### Supply network

Scale: 6 px per um. Pins as bars on the die edge.
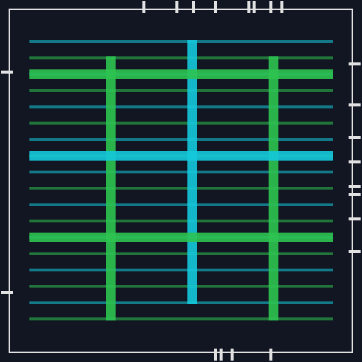
### Placed cells, one color a class

Scale: 4 px per um. Fill, decap, tap and diode cells in gray.
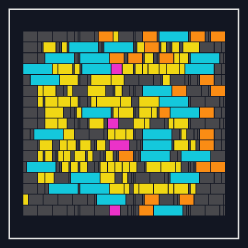
[config.mk]
export PLATFORM = sky130hd
export DESIGN_NAME = delay_chain_ctrl
export DESIGN_NICKNAME = d
export VERILOG_FILES = /design/src/rtl/dlc_pkg.sv /design/src/rtl/dlc_cycle_counter.sv /design/src/rtl/delay_chain_ctrl.sv
export SDC_FILE = /design/constraint.sdc
export NUM_CORES = 1
export LEC_CHECK = 0
export CAP_MARGIN = 20
export CORE_MARGIN = 3
export CORE_UTILIZATION = 45
export DETAILED_ROUTE_END_ITERATION = 6
export PLACE_DENSITY = 0.71
export SYNTH_ARGS = -nofsm -noshare
export SYNTH_HDL_FRONTEND = slang
export SYNTH_SLANG_ARGS = --single-unit
export TNS_END_PERCENT = 20
[constraint.sdc]
create_clock -name clk -period 3.4 [get_ports clk]
set_input_delay 0.68 -clock clk [delete_from_list [all_inputs] [get_ports clk]]
set_output_delay 0.68 -clock clk [all_outputs]
set_load 0.05 [all_outputs]
[src/rtl/dlc_pkg.sv]
// Shared types for the delay-chain measurement controller: FSM state encoding
// and the counter-width sizing helper used by the elaboration checks.
package dlc_pkg;

    typedef enum logic [2:0] {
        S_IDLE   = 3'd0,
        S_FLUSH  = 3'd1,
        S_LAUNCH = 3'd2,
        S_WAIT   = 3'd3,
        S_DONE   = 3'd4
    } dlc_state_e;

    // Smallest width whose all-ones value still covers both the timeout count
    // and the last flush count (DEPTH), plus headroom for the saturation value.
    function automatic int dlc_min_cnt_w(input int depth, input int timeout);
        int span;
        span = (timeout > depth + 1) ? timeout : depth + 1;
        return $clog2(span + 1);
    endfunction

endpackage

[src/rtl/dlc_cycle_counter.sv]
// Saturating up-counter with synchronous clear and enable; shared by the
// flush-length and token-latency phases of delay_chain_ctrl.
module dlc_cycle_counter #(
    parameter int CNT_W = 9
) (
    input  logic             clk,
    input  logic             rst_n,
    input  logic             clr,
    input  logic             en,
    output logic [CNT_W-1:0] count
);

    localparam logic [CNT_W-1:0] CNT_MAX = '1;

    // Clear wins over enable; the count parks at all-ones instead of wrapping.
    always_ff @(posedge clk) begin
        if (!rst_n) begin
            count <= '0;
        end else if (clr) begin
            count <= '0;
        end else if (en && (count != CNT_MAX)) begin
            count <= count + CNT_W'(1);
        end
    end

endmodule

[src/rtl/delay_chain_ctrl.sv]
// Delay-chain latency sequencer: flush, launch one token, time its arrival.
// Optional stuck-high detection at the end of flush is built with DLC_STUCK_CHECK_EN.
module delay_chain_ctrl
    import dlc_pkg::*;
#(
    parameter int DEPTH   = 240,
    parameter int TIMEOUT = 511,
    parameter int CNT_W   = 9
) (
    input  logic             clk,
    input  logic             rst_n,
    input  logic             start,
    input  logic             pipe_out,
    output logic             pipe_in,
    output logic             busy,
    output logic             done,
    output logic             pass,
    output logic             timeout,
    output logic             stuck,
    output logic [CNT_W-1:0] measured,
    output dlc_state_e       fsm_state
);

    localparam logic [CNT_W-1:0] DEPTH_C   = CNT_W'(DEPTH);
    localparam logic [CNT_W-1:0] TIMEOUT_C = CNT_W'(TIMEOUT);

    if (DEPTH < 1) begin : g_bad_depth
        $error("delay_chain_ctrl: DEPTH must be at least 1");
    end
    if (TIMEOUT <= DEPTH) begin : g_bad_timeout
        $error("delay_chain_ctrl: TIMEOUT must exceed DEPTH");
    end
    if (CNT_W < dlc_min_cnt_w(DEPTH, TIMEOUT)) begin : g_bad_width
        $error("delay_chain_ctrl: CNT_W too small for DEPTH/TIMEOUT");
    end

    dlc_state_e       state;
    logic [CNT_W-1:0] cnt;
    logic             flush_last;
    logic             cnt_clr;
    logic             cnt_en;

    // Handshake: start is a level request consumed only while idle; done is a
    // single-cycle pulse and the result outputs are valid from that cycle until
    // the next accepted start clears them.
    assign fsm_state  = state;
    assign flush_last = (state == S_FLUSH) && (cnt == DEPTH_C);
    assign cnt_clr    = (state == S_IDLE) || (state == S_DONE) || flush_last;
    assign cnt_en     = !cnt_clr;

    dlc_cycle_counter #(
        .CNT_W (CNT_W)
    ) u_counter (
        .clk   (clk),
        .rst_n (rst_n),
        .clr   (cnt_clr),
        .en    (cnt_en),
        .count (cnt)
    );

`ifdef DLC_STUCK_CHECK_EN
    logic stuck_r;
    assign stuck = stuck_r;
`else
    assign stuck = 1'b0;
`endif

    always_ff @(posedge clk) begin
        if (!rst_n) begin
            state    <= S_IDLE;
            pipe_in  <= 1'b0;
            busy     <= 1'b0;
            done     <= 1'b0;
            pass     <= 1'b0;
            timeout  <= 1'b0;
            measured <= '0;
`ifdef DLC_STUCK_CHECK_EN
            stuck_r  <= 1'b0;
`endif
        end else begin
            pipe_in <= 1'b0;
            done    <= 1'b0;
            case (state)
                S_IDLE: begin
                    if (start) begin
                        state    <= S_FLUSH;
                        busy     <= 1'b1;
                        pass     <= 1'b0;
                        timeout  <= 1'b0;
                        measured <= '0;
`ifdef DLC_STUCK_CHECK_EN
                        stuck_r  <= 1'b0;
`endif
                    end
                end
                S_FLUSH: begin
                    if (cnt == DEPTH_C) begin
`ifdef DLC_STUCK_CHECK_EN
                        // After DEPTH+1 zero cycles any high output means a stuck stage.
                        if (pipe_out) begin
                            state    <= S_DONE;
                            busy     <= 1'b0;
                            done     <= 1'b1;
                            stuck_r  <= 1'b1;
                            measured <= '0;
                        end else begin
                            state   <= S_LAUNCH;
                            pipe_in <= 1'b1;
                        end
`else
                        state   <= S_LAUNCH;
                        pipe_in <= 1'b1;
`endif
                    end
                end
                S_LAUNCH: begin
                    state <= S_WAIT;
                end
                S_WAIT: begin
                    // Arrival is checked first so it beats a simultaneous timeout.
                    if (pipe_out) begin
                        state    <= S_DONE;
                        busy     <= 1'b0;
                        done     <= 1'b1;
                        measured <= cnt;
                        pass     <= (cnt == DEPTH_C);
                    end else if (cnt == TIMEOUT_C) begin
                        state    <= S_DONE;
                        busy     <= 1'b0;
                        done     <= 1'b1;
                        timeout  <= 1'b1;
                        measured <= TIMEOUT_C;
                        pass     <= 1'b0;
                    end
                end
                S_DONE: begin
                    state <= S_IDLE;
                end
                default: begin
                    state <= S_IDLE;
                    busy  <= 1'b0;
                end
            endcase
        end
    end

endmodule

==> reports/qor.csv <==
metric,value,unit
status,"complete, no violations",
antenna violations before repair,0,
critical path peak fanout,11,
share of total power in combinational logic,8.2,%
family with the most delay on the worst path,buffers and inverters,
Num CTS Buffers,3,
Ports,22,
DP Wirelength,1750,um
clock root cell,clkbuf_4,
Filler cells,205,
hold path start,measured[8],
Pwr Density,363,nW/um^2
CP cell instances,clkdlybuf4s50_1,
Yosys top cell by area,dfxtp_1,
H-Tree Depth,1,
Worst Setup SP,fsm_state[1],
Init Core Util,49.9,%
Final Cell Area,1410,um^2
origin of the critical flop-to-flop path,u_counter.count[0],
Synth Instances,126,
vias in the first global route,893,
Final period util,71.8,%
Setup crit end kind,primary output,
vias per cell,5.46,
highest clock rate,0.410,GHz
register share after synthesis,44.6,%
Slew headroom,42.2,%
"Slew Viols, Final",0,
Total GRT Usage,16.1,%
Mapped Nets,133,
## Picture notes: 'Supply network'
color	net
cyan	VDD
green	VSS
met1 rails	18
met5 straps	3
met4 straps	3
signal pins	22

## Picture notes: 'Placed cells, one color a class'
color	class	cells
orange	other buffers and delay cells	21
yellow	all other logic	93
magenta	clock drivers and dummy loads	4
cyan	flip-flops	26

## power by group through the flow
stage	registers, W	logic (W)	clock network, W
2_1_floorplan	0.000324	0.0000238	0
3_3_place_gp	0.000318	0.0000412	0
3_5_place_dp	0.000318	0.0000414	0
4_1_cts	0.000312	0.0000418	0.000161
5_1_grt	0.000313	0.0000450	0.000174
6_report	0.000312	0.0000420	0.000157
## path summary, 6_finish.rpt
check | depth (start not counted) | slack (ns) | endpoint
worst max-delay path | 1 | 0.96 | fsm_state[1]
worst min-delay path | 2 | 0.47 | measured[8]
worst max register to register | 8 | 1.18 | measured[0]
worst min register to register | 2 | 0.47 | measured[8]
## layer usage
layer / global-route usage (%) / part of all wire, % / vias to the layer above
li1: - / - / 484
met5: 0 / 0 / -
met1: 22.4 / 48 / 428
met4: 8.61 / 2.2 / 0
met2: 24.1 / 46 / 22
met3: 2.04 / 3.7 / 5
## kinds of logic (layout without fill, tap and decap cells)
| family | Yosys count | count (layout) | share of synthesized area, % |
|---|---|---|---|
| AOI/OAI and AO/OA | 27 | 27 | 14.8 |
| xor gates and xnor gates | 4 | 4 | 3.00 |
| adders and majority gates | 3 | 3 | 3.22 |
| buffers and inverters | 10 | 28 | 4.29 |
| DFF | 26 | 26 | 44.6 |
| muxes | 11 | 11 | 9.43 |
| other | 1 | 1 | 0.321 |
| and+or+nand+nor | 44 | 44 | 20.4 |
## final cells by class
type                            count  share of cell area [%]
Multi-Input combinational cell     90                    42.4
Sequential cell                    26                    37.0
Clock buffer                        4                    2.58
Tap cell                           28                    2.49
Timing Repair Buffer               21                    14.8
Inverter                            3                   0.800
## flip-flops by register name, summed over array words and instances, names as in the netlist
signal,cells
timeout,1
fsm_state,3
u_counter.count,9
measured,9
busy,1
pass,1
pipe_in,1
done,1
## placed cells by master (no fill, tap or decap), drive strengths merged, types with 2 or more instances in the layout
cell type      instances
a21oi                  5
clkbuf                 4
clkdlybuf4s50         20
dfxtp                 26
ha                     3
inv                    3
mux2i                 11
nand2                 14
nand3                  3
nand4b                 2
nor2                  11
o21a                   3
o21ai                 13
or3                    2
or4b                   2
xor2                   3
## worst reg2reg max path, cell delays in order (launching register included)
cell and delay, ns:
dfxtp_1 0.48, ha_1 0.23, nand3_1 0.08, nor2_1 0.10, ha_1 0.44, o211ai_1 0.19, a21oi_1 0.18, buf_4 0.23
mux2i_1 0.22
## through the flow
step / hold WS [ns] / setup slack (ns) / total power (W) / std cells
after floorplan: 0.462 / 1.57 / 0.000347 / 126
after global placement: 0.443 / 1.12 / 0.000360 / 168
after detailed placement: 0.446 / 1.04 / 0.000360 / 168
after CTS: 0.468 / 0.958 / 0.000514 / 172
after global routing: 0.502 / 0.884 / 0.000532 / 172
final: 0.466 / 0.960 / 0.000510 / 172
Power and IR drop assume default switching activity.
